**config.mk**
```make
export PLATFORM = sky130hd
export DESIGN_NAME = polar_encoder_flat
export DESIGN_NICKNAME = d
export VERILOG_FILES = /design/src/rtl/polar_encoder_if.sv /design/src/rtl/polar_encoder.sv /design/src/flat_wrapper.sv
export SDC_FILE = /design/constraint.sdc
export NUM_CORES = 1
export LEC_CHECK = 0
export CORE_UTILIZATION = 31
export DETAILED_ROUTE_END_ITERATION = 10
export PLACE_DENSITY_LB_ADDON = 0.3
export RECOVER_POWER = 100
export SLEW_MARGIN = 20
export SYNTH_ARGS = -nofsm -noshare
export SYNTH_HDL_FRONTEND = slang
export SYNTH_SLANG_ARGS = --single-unit
```
**constraint.sdc**
```tcl
create_clock -name clk -period 1.69 [get_ports clk]
set_input_delay 0.4225 -clock clk [delete_from_list [all_inputs] [get_ports clk]]
set_output_delay 0.4225 -clock clk [all_outputs]
set_load 0.03 [all_outputs]
```
**src/rtl/polar_encoder_if.sv**
```systemverilog
// Handshake bundle for polar_encoder: serial info-bit input and serial codeword output.
// Both channels use valid/ready: a beat transfers on a rising edge where valid and ready are both high;
// once raised, valid and its payload hold until that transfer, and ready never depends combinationally on valid.
interface polar_encoder_if;
    logic in_valid;
    logic in_ready;
    logic in_bit;
    logic out_valid;
    logic out_ready;
    logic out_bit;
    logic out_last;

    modport master (
        output in_valid,
        output in_bit,
        output out_ready,
        input  in_ready,
        input  out_valid,
        input  out_bit,
        input  out_last
    );

    modport slave (
        input  in_valid,
        input  in_bit,
        input  out_ready,
        output in_ready,
        output out_valid,
        output out_bit,
        output out_last
    );
endinterface

```
**src/rtl/polar_encoder.sv**
```systemverilog
// Non-systematic polar encoder: loads K info bits around a frozen mask, runs one butterfly stage per cycle.
// Build option: define POLAR_ENC_BITREV_EN to stream the codeword in bit-reversed index order.
module polar_encoder #(
    parameter int                    LOG2N       = 3,
    parameter int                    K           = 4,
    parameter logic [(2**LOG2N)-1:0] FROZEN_MASK = 8'b0001_0111
) (
    input  logic           clk,
    input  logic           rst,
    polar_encoder_if.slave bus,
    output logic [1:0]     dbg_state_o
);

    localparam int N       = 2 ** LOG2N;
    localparam int CNT_W   = $clog2(K + 1);
    localparam int STAGE_W = (LOG2N > 1) ? $clog2(LOG2N) : 1;

    // Rank of index idx among the non-frozen positions (number of info slots below it).
    function automatic int zeros_below(input int idx);
        int z;
        z = 0;
        for (int j = 0; j < idx; j++) begin
            if (((FROZEN_MASK >> j) & N'(1)) == '0) begin
                z++;
            end
        end
        return z;
    endfunction

    if (K < 1 || K > N || zeros_below(N) != K) begin : g_param_check
        $error("polar_encoder: K must lie in 1..N and equal the number of zero bits in FROZEN_MASK");
    end

    typedef enum logic [1:0] {
        ST_LOAD = 2'd0,
        ST_ENC  = 2'd1,
        ST_OUT  = 2'd2
    } state_e;

    state_e             state_q, state_d;
    logic [N-1:0]       u_q, u_d;
    logic [CNT_W-1:0]   cnt_q, cnt_d;
    logic [STAGE_W-1:0] stage_q, stage_d;
    logic [LOG2N-1:0]   idx_q, idx_d;
    logic               in_ready_q, in_ready_d;

    logic               accept;
    logic               out_valid_w;
    logic [N-1:0]       info_sel;
    logic [N-1:0]       stage_u [LOG2N];
    logic [LOG2N-1:0]   rd_idx;

    // One-hot write enable: the info slot whose rank equals the number of bits already accepted.
    for (genvar i = 0; i < N; i++) begin : g_info_sel
        if (FROZEN_MASK[i]) begin : g_frozen
            assign info_sel[i] = 1'b0;
        end else begin : g_info
            assign info_sel[i] = (cnt_q == CNT_W'(zeros_below(i)));
        end
    end

    // stage_u[s] is u after applying butterfly stage s; the whole stage resolves in one cycle.
    for (genvar s = 0; s < LOG2N; s++) begin : g_stage
        for (genvar i = 0; i < N; i++) begin : g_bfly
            if (((i >> s) & 1) == 0) begin : g_upper
                assign stage_u[s][i] = u_q[i] ^ u_q[i + (1 << s)];
            end else begin : g_lower
                assign stage_u[s][i] = u_q[i];
            end
        end
    end

`ifdef POLAR_ENC_BITREV_EN
    for (genvar b = 0; b < LOG2N; b++) begin : g_bitrev
        assign rd_idx[b] = idx_q[LOG2N-1-b];
    end
`else
    assign rd_idx = idx_q;
`endif

    assign accept = bus.in_valid & in_ready_q;

    always_comb begin
        state_d = state_q;
        u_d     = u_q;
        cnt_d   = cnt_q;
        stage_d = stage_q;
        idx_d   = idx_q;
        unique case (state_q)
            ST_LOAD: begin
                if (accept) begin
                    u_d   = (u_q & ~info_sel) | (info_sel & {N{bus.in_bit}});
                    cnt_d = cnt_q + CNT_W'(1);
                    if (cnt_q == CNT_W'(K - 1)) begin
                        state_d = ST_ENC;
                        stage_d = '0;
                    end
                end
            end
            ST_ENC: begin
                u_d     = stage_u[stage_q];
                stage_d = stage_q + STAGE_W'(1);
                if (stage_q == STAGE_W'(LOG2N - 1)) begin
                    state_d = ST_OUT;
                    stage_d = '0;
                    idx_d   = '0;
                end
            end
            ST_OUT: begin
                if (bus.out_ready) begin
                    idx_d = idx_q + LOG2N'(1);
                    if (idx_q == '1) begin
                        state_d = ST_LOAD;
                        u_d     = '0;
                        cnt_d   = '0;
                        stage_d = '0;
                        idx_d   = '0;
                    end
                end
            end
            default: begin
                state_d = ST_LOAD;
                u_d     = '0;
                cnt_d   = '0;
                stage_d = '0;
                idx_d   = '0;
            end
        endcase
    end

    // Registered so it stays low through reset and rises on the first edge after release.
    assign in_ready_d = (state_d == ST_LOAD);

    always_ff @(posedge clk) begin
        if (rst) begin
            state_q    <= ST_LOAD;
            u_q        <= '0;
            cnt_q      <= '0;
            stage_q    <= '0;
            idx_q      <= '0;
            in_ready_q <= 1'b0;
        end else begin
            state_q    <= state_d;
            u_q        <= u_d;
            cnt_q      <= cnt_d;
            stage_q    <= stage_d;
            idx_q      <= idx_d;
            in_ready_q <= in_ready_d;
        end
    end

    assign out_valid_w   = (state_q == ST_OUT);
    assign bus.in_ready  = in_ready_q;
    assign bus.out_valid = out_valid_w;
    assign bus.out_bit   = out_valid_w & u_q[rd_idx];
    assign bus.out_last  = out_valid_w & (idx_q == '1);
    assign dbg_state_o   = state_q;

endmodule

```
**src/flat_wrapper.sv**
```systemverilog
// flat-port wrapper written by rule: the top's interface ports become plain ports
module polar_encoder_flat 
#(
    parameter int                    LOG2N       = 3,
    parameter int                    K           = 4,
    parameter logic [(2**LOG2N)-1:0] FROZEN_MASK = 8'b0001_0111
)
  (clk, rst, dbg_state_o, bus_in_valid, bus_in_bit, bus_out_ready, bus_in_ready, bus_out_valid, bus_out_bit, bus_out_last);
  polar_encoder_if bus_i ();
  input  logic clk;
  input  logic rst;
  output logic [1:0] dbg_state_o;
  input wire logic [$bits(bus_i.in_valid)-1:0] bus_in_valid;
  input wire logic [$bits(bus_i.in_bit)-1:0] bus_in_bit;
  input wire logic [$bits(bus_i.out_ready)-1:0] bus_out_ready;
  output wire logic [$bits(bus_i.in_ready)-1:0] bus_in_ready;
  output wire logic [$bits(bus_i.out_valid)-1:0] bus_out_valid;
  output wire logic [$bits(bus_i.out_bit)-1:0] bus_out_bit;
  output wire logic [$bits(bus_i.out_last)-1:0] bus_out_last;
  assign bus_i.in_valid = bus_in_valid;
  assign bus_i.in_bit = bus_in_bit;
  assign bus_i.out_ready = bus_out_ready;
  assign bus_in_ready = bus_i.in_ready;
  assign bus_out_valid = bus_i.out_valid;
  assign bus_out_bit = bus_i.out_bit;
  assign bus_out_last = bus_i.out_last;
  polar_encoder #(.LOG2N(LOG2N), .K(K), .FROZEN_MASK(FROZEN_MASK)) u_core (.clk(clk), .rst(rst), .bus(bus_i), .dbg_state_o(dbg_state_o));
endmodule
```
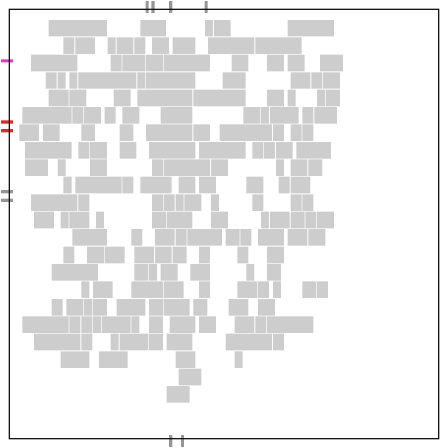
*Pin map*
Pins as bars across the die edge, other pins in grey.
[red] dbg_state_o | pins: 2 | direction: output | edge: left
[magenta] clk | pins: 1 | direction: input | edge: left

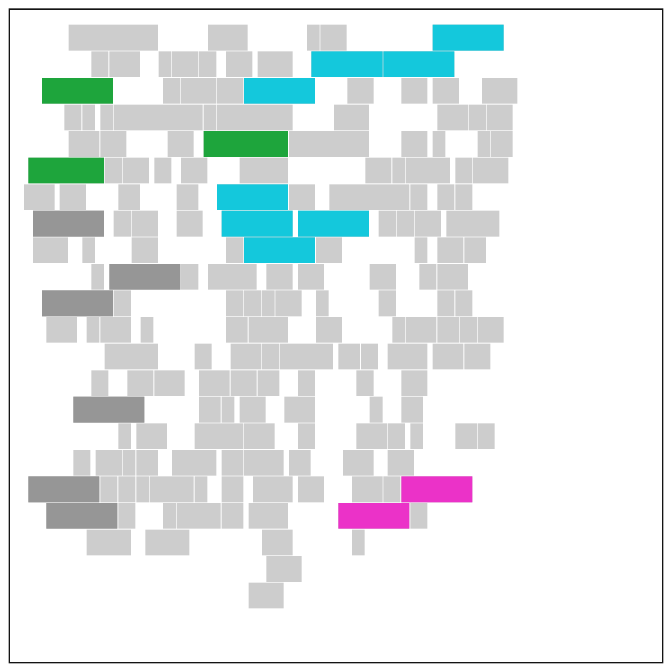
*Sequential cells coloured by netlist name*
[cyan] u_core.u_q | flops: 8 | where: top centre
[magenta] u_core.stage_q | flops: 2
[green] u_core.idx_q | flops: 3
not coloured: 6

==> notes.md <==
Figures from the implementation reports.

- The flow ran to the end, but the final reports show violations.
- The final reports fail on setup timing.
- The number of failing setup endpoints in the final timing report is 2.
- The final routed DRC violation total reads 0.
- For this design the top-level I/O count stands at 11.
- The total grt overflow reads 0.
- Of all flip-flops after synthesis, the portion carrying an async set or reset was 0.
- The post-route worst setup slack is -0.239 ns.
- The number of cells traversed by the worst hold path reads 2.
- The number of nets still failing antenna checks after routing reads 0.
- The number of buffers and inverters on the critical path reads 3.
- Per the run report, area growth between synthesis and finish was 30.7%.
- Of the post-synthesis cell area, the part taken by muxes is 0.0924.
- The total of max-cap violations is 0.
- The top contributor to total power reads registers.
- The number of warning messages in the logs reads 31.
- The dominant cell by count in the synthesized netlist reads dfxtp_1.
- After synthesis, the cell types taking the most area are dfxtp_1, a21oi_1, ha_1.
- The synthesized area is 1300 µm².
- The data arrival time of the critical path is 1.51 ns.
- The number of inserted diodes reads 0.
- Tracing the worst setup path back leads to its startpoint at u_core.idx_q[0]$_SDFFE_PP0P_.
- Summed over all sequential cells, the power is 459 µW.
- The summed area of non-filler cells in the final layout is 1700 µm².
- The kind of end point of the critical path is an output port.
- The count of flip-flops with a built-in enable after synthesis reads 0.
- The type of origin of the critical path reads a flop.
- The flip-flop count of the largest register after layout is 8.
- Setup repair after global routing could not meet its margin everywhere.
- Per STA, the worst path is made up of buf_4 -> ha_4 -> ha_4 -> buf_4 -> and2_2 -> buf_6.
- The shortest period the worst path allows reads 1.93 ns.
- The maximum single-stage delay on the critical path is 0.36 ns.
- The number of post-CTS setup repair buffers is 0.
- The power per unit of standard cell area reads 523 nW/µm².
- The fraction of the mapped netlist area in adder cells reads 0.0674.
- The number of vias after detailed routing reads 1269.
- The startpoint of the most critical register-to-register path reads u_core.idx_q[0]$_SDFFE_PP0P_.
- The power report attributes to the combinational group a share of 0.118.
- In this run the number of cells on the critical path is 6.
- The count of buffers from port buffering is 10.
- The share of the core area taken by cells at floorplan is 0.325.
- The via-per-instance ratio reads 5.40.
- TritonCTS built the clock tree.
- The most critical hold endpoint after final layout shows a slack of 0.522 ns.
- The leading cell type in the layout, fill and taps excluded is buf_4.
- The minimum setup slack among reg-to-reg paths reads 0.01 ns.
- In the final run the clock tree shows a worst skew of 0.00693 ns.
- The number of sinks handled by clock tree synthesis is 19.
- According to the floorplan log, the row count is 23.
- The first global-routing pass estimated 5660 µm of wire.
- The cell taking the most area after synthesis reads dfxtp_1.
- The completed layout was analyzed and its total power is 889 µW.
- The clock insertion delay at the later pin of the skew report reads 0.26 ns.
- In the synthesis report, Yosys lists the chip area as 1300 µm².
- The top cell type's share of synthesized area is 0.293.
- Counting distinct cell types in the post-synthesis netlist gives 43.
- The maximum operating frequency is 518 MHz.
- The internal cell power is 670 µW.
- The total number of yosys warnings is 0.
- Combinational power for this build is 105 µW.
- The total global-route track usage is 0.170.
- The kind of critical path reads flop to output port.
- The total die size is 4460 µm².
- The actual transition at the worst max-transition pin reads 0.429 ns.
- According to the report, the first pass of detailed routing completed in 4 iterations.
- The post-synthesis cell count from yosys is 155.
- The XOR/XNOR share of the synthesized area reads 0.
- In the synthesized netlist the dominant register cell turns out to be dfxtp_1.
- The final timing summary puts the cycle share of the worst path at 1.14.
- The count of routing violations after the opening detailed-route iteration reads 53.
- The leakage power reads 0.000665 µW.
- In the final report, the number of hold violations comes to 0.
- The largest family of logic cells by area is AND-OR/OR-AND gates.
- The final cell count without fillers is 235.
- By count the netlist is led by dfxtp_1, a21oi_1, nor2_1.
- The register with the most flip-flops reads u_core.u_q.
- The class of the worst hold path reads flop to flop.
- The worst setup path endpoint is bus_out_last.
- The net count entering floorplan reads 167.
- The terminus of the critical flop-to-flop path is u_core.u_q[6]$_SDFFE_PP0P_.
- For hold timing, the worst endpoint is u_core.cnt_q[1]$_SDFFE_PP0P_.
- The register share of total power is 0.516.
- The power report lists the clock group at 325 µW.
- The worst reg-to-reg path cell count is 7.
- The share of the Yosys chip area taken by registers is 0.293.
- The setup slack at placement reads -0.440 ns.
- The count of hold-fix buffers inserted at cts is 0.
- The share of total power in the clock network is 0.366.
- The hold path startpoint is u_core.cnt_q[1]$_SDFFE_PP0P_.
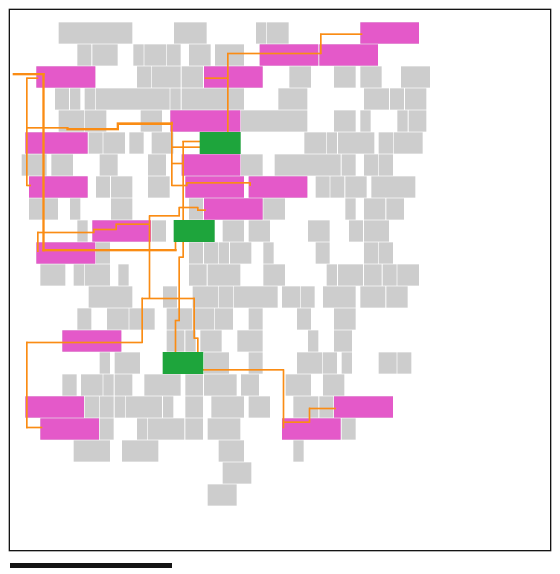
*Routed clock nets over the placement*
Scale bar: 20 µm.
[green] clock drivers | count: 3
[orange] clock wires | length: 283 µm
[magenta] flip-flops | count: 19
routed clock nets: 4

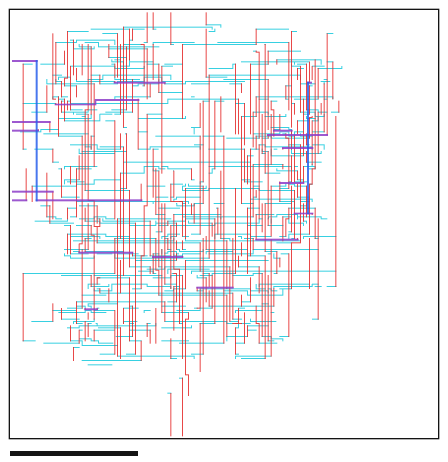
*Metal layers overlaid*
Scale bar: 20 µm.
[blue] metal 4 | wire length: 42.2 µm
[cyan] metal 1 | wire length: 1620 µm
[red] metal 2 | wire length: 1710 µm
[purple] metal 3 | wire length: 109 µm

-- what timing repair did --
| item | in CTS | in global routing |
|---|---|---|
| pin swaps | 0 | 5 |
| endpoints found under the setup margin | 16 | 14 |
| resized | 16 | 7 |
| hold endpoints to repair | 0 | 0 |
| gates cloned | 0 | 0 |
-- cell type report --
cell class / count / area [µm²]
Fill cell: 399 / 2300
Multi-Input combinational cell: 121 / 903
Sequential cell: 19 / 385
Timing Repair Buffer: 36 / 283
Tap cell: 50 / 62.6
Clock buffer: 3 / 41.3
Inverter: 5 / 18.8
Clock inverter: 1 / 5.00
-- per-layer routing --
metal  global-route usage  vias up  wire (µm)
met2                0.282       31       1710
met1                0.218      606       1620
met4               0.0771        0         42
li1                     -      628          -
met3               0.0205        4        109
met5                    0        -          0
Power and IR drop assume default switching activity.
